Design wb_pipe, sky130hd; sources not shown.
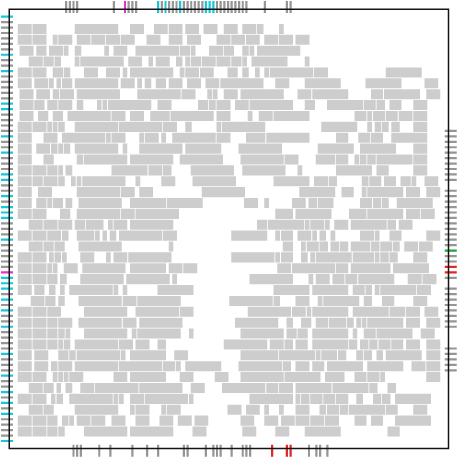
**Above:** pin placement.
(4 px per um) Pins as bars across the die edge, other pins in grey.
[magenta] `in_sel` | pins: 2 | direction: input | edge: 1 left, 1 top
[cyan] `in_mem` | pins: 32 | direction: input | edge: 26 left, 6 top
[green] `rf_we` | pins: 1 | direction: output | edge: right
[red] `rf_waddr` | pins: 5 | direction: output | edge: 3 bottom, 2 right
all pins by edge: 79 left, 40 right, 37 top, 25 bottom
die height: 109 um
IO Port Bufs: 180
die x size: 109 um

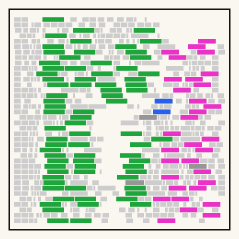
**Above:** where the registers sit.
(2 px per um) Other sequential cells in the stronger grey, the rest of the logic in the fainter grey.
[magenta] `retire_cnt` | flops: 32 | where: a vertical strip on the right
[green] `u_fifo.r_mem` | flops: 76
[blue] `u_fifo.r_count` | flops: 2
not coloured: 3
Util after Layout: 71.1%
sequential power: 0.00129 W
flop share of the area: 41.3%
register area: 3210 um2

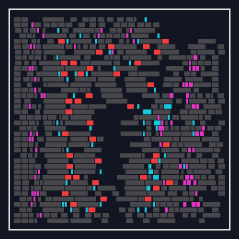
**Above:** logic cells by family.
(2 px per um)
[magenta] NAND gates | cells: 69 | most used: nand2_1 | where: spread over the die
[cyan] NOR gates | cells: 51 | most used: nor2_1
[red] multiplexers | cells: 39 | most used: mux2i_1
logic share of the area: 24.5%
non-filler cells, final: 766
most numerous logic cell after layout: clkdlybuf4s50_1

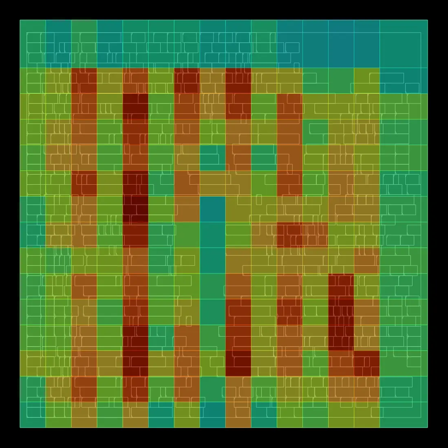
**Above:** routing congestion.
WL per Instance: 16.2 um
busiest layer in global routing: met2
GRT met1 Usage: 23.4%

==> CHANGELOG.md <==
### Metrics

* Least-Margin Pin Slew at ~1100 ps
* Setup CP Type: flip-flop to output pin
* Seq share, synth at 61.5%
* Yosys Instances at 431
* CTS tree: built
* Average size of a mapped cell at about 12 um2
* Post-DRT Antenna Nets at 0
* Max capacitance violation total at 0
* Ys async rst share at 32.7%
* Floorplan Nets at 543
* Final Max Slew Viols at 0
* Synth Register Bits at 113
* P per Cell Area at 405 nW/um2
* Outcome: finished, final reports clean
* Leak at 2.87 nW
* Final setup fails at 0
* Vias in the first global route at 4118
* Hold Vio Cnt, Final at 0
* Synthesis area per yosys at 5210 um2
* GR Overflow Total at 0
* DRT Wirelength at roughly 12 mm
* Count of library flops with an enable pin at 76
* Share of layout cells above drive strength 1 at a little under 8%
[power by group through the flow]
| stage | combinational [W] | sequential [W] | clock (W) |
|---|---|---|---|
| 4_1_cts | 0.000503 | 0.00129 | 0.00138 |
| 2_1_floorplan | 0.000227 | 0.00130 | 0 |
| 6_report | 0.000496 | 0.00129 | 0.00136 |
| 3_5_place_dp | 0.000499 | 0.00131 | 0 |
| 5_1_grt | 0.000538 | 0.00130 | 0.00143 |
| 3_3_place_gp | 0.000486 | 0.00131 | 0 |
[synth_stat cells (2+ instances only)]
cell	count
buf_2	5
and3_1	9
ha_1	3
nand3_1	12
nor3b_1	2
buf_1	3
nor2_1	45
nand4_1	10
clkbuf_1	17
nor3_1	2
edfxtp_1	76
nand2_1	45
xnor2_1	27
and4_1	6
dfrtp_1	37
inv_1	4
a31oi_1	3
o21ai_0	33
xor2_1	6
mux2i_1	38
a22oi_1	32
[metrics by stage]
stage                     hold WS, ps  cell area (um2)  utilization, %
after floorplan                   468             5210               -
after global placement            460             7170            65.5
after detailed placement          484             7170            65.5
after CTS                         491             7770            71.1
after global routing              518             7770            71.1
final                             489             7770            71.1
[cells by family after synthesis]
group	synth area share, %
compound gates	9.77
xor+xnor	5.54
fa+ha+maj	0.720
buf+inv	2.21
flops	61.5
mux	7.51
simple gates	12.7
[layout make-up]
| cell class | count | area share [%] |
|---|---|---|
| Sequential cell | 113 | 41.3 |
| Tap cell | 140 | 2.25 |
| Inverter | 4 | 0.193 |
| Clock buffer | 26 | 7.25 |
| Multi-Input combinational cell | 289 | 24.5 |
| Timing Repair Buffer | 188 | 24.0 |
| Clock inverter | 6 | 0.499 |
[worst max-delay path, stage by stage (launching register included)]
cell             delay, ps
dfrtp_2                470
nor4b_1                160
o22ai_1                830
and3_1                 290
clkdlybuf4s50_1        500
Power is estimated from default activity; no workload was simulated.
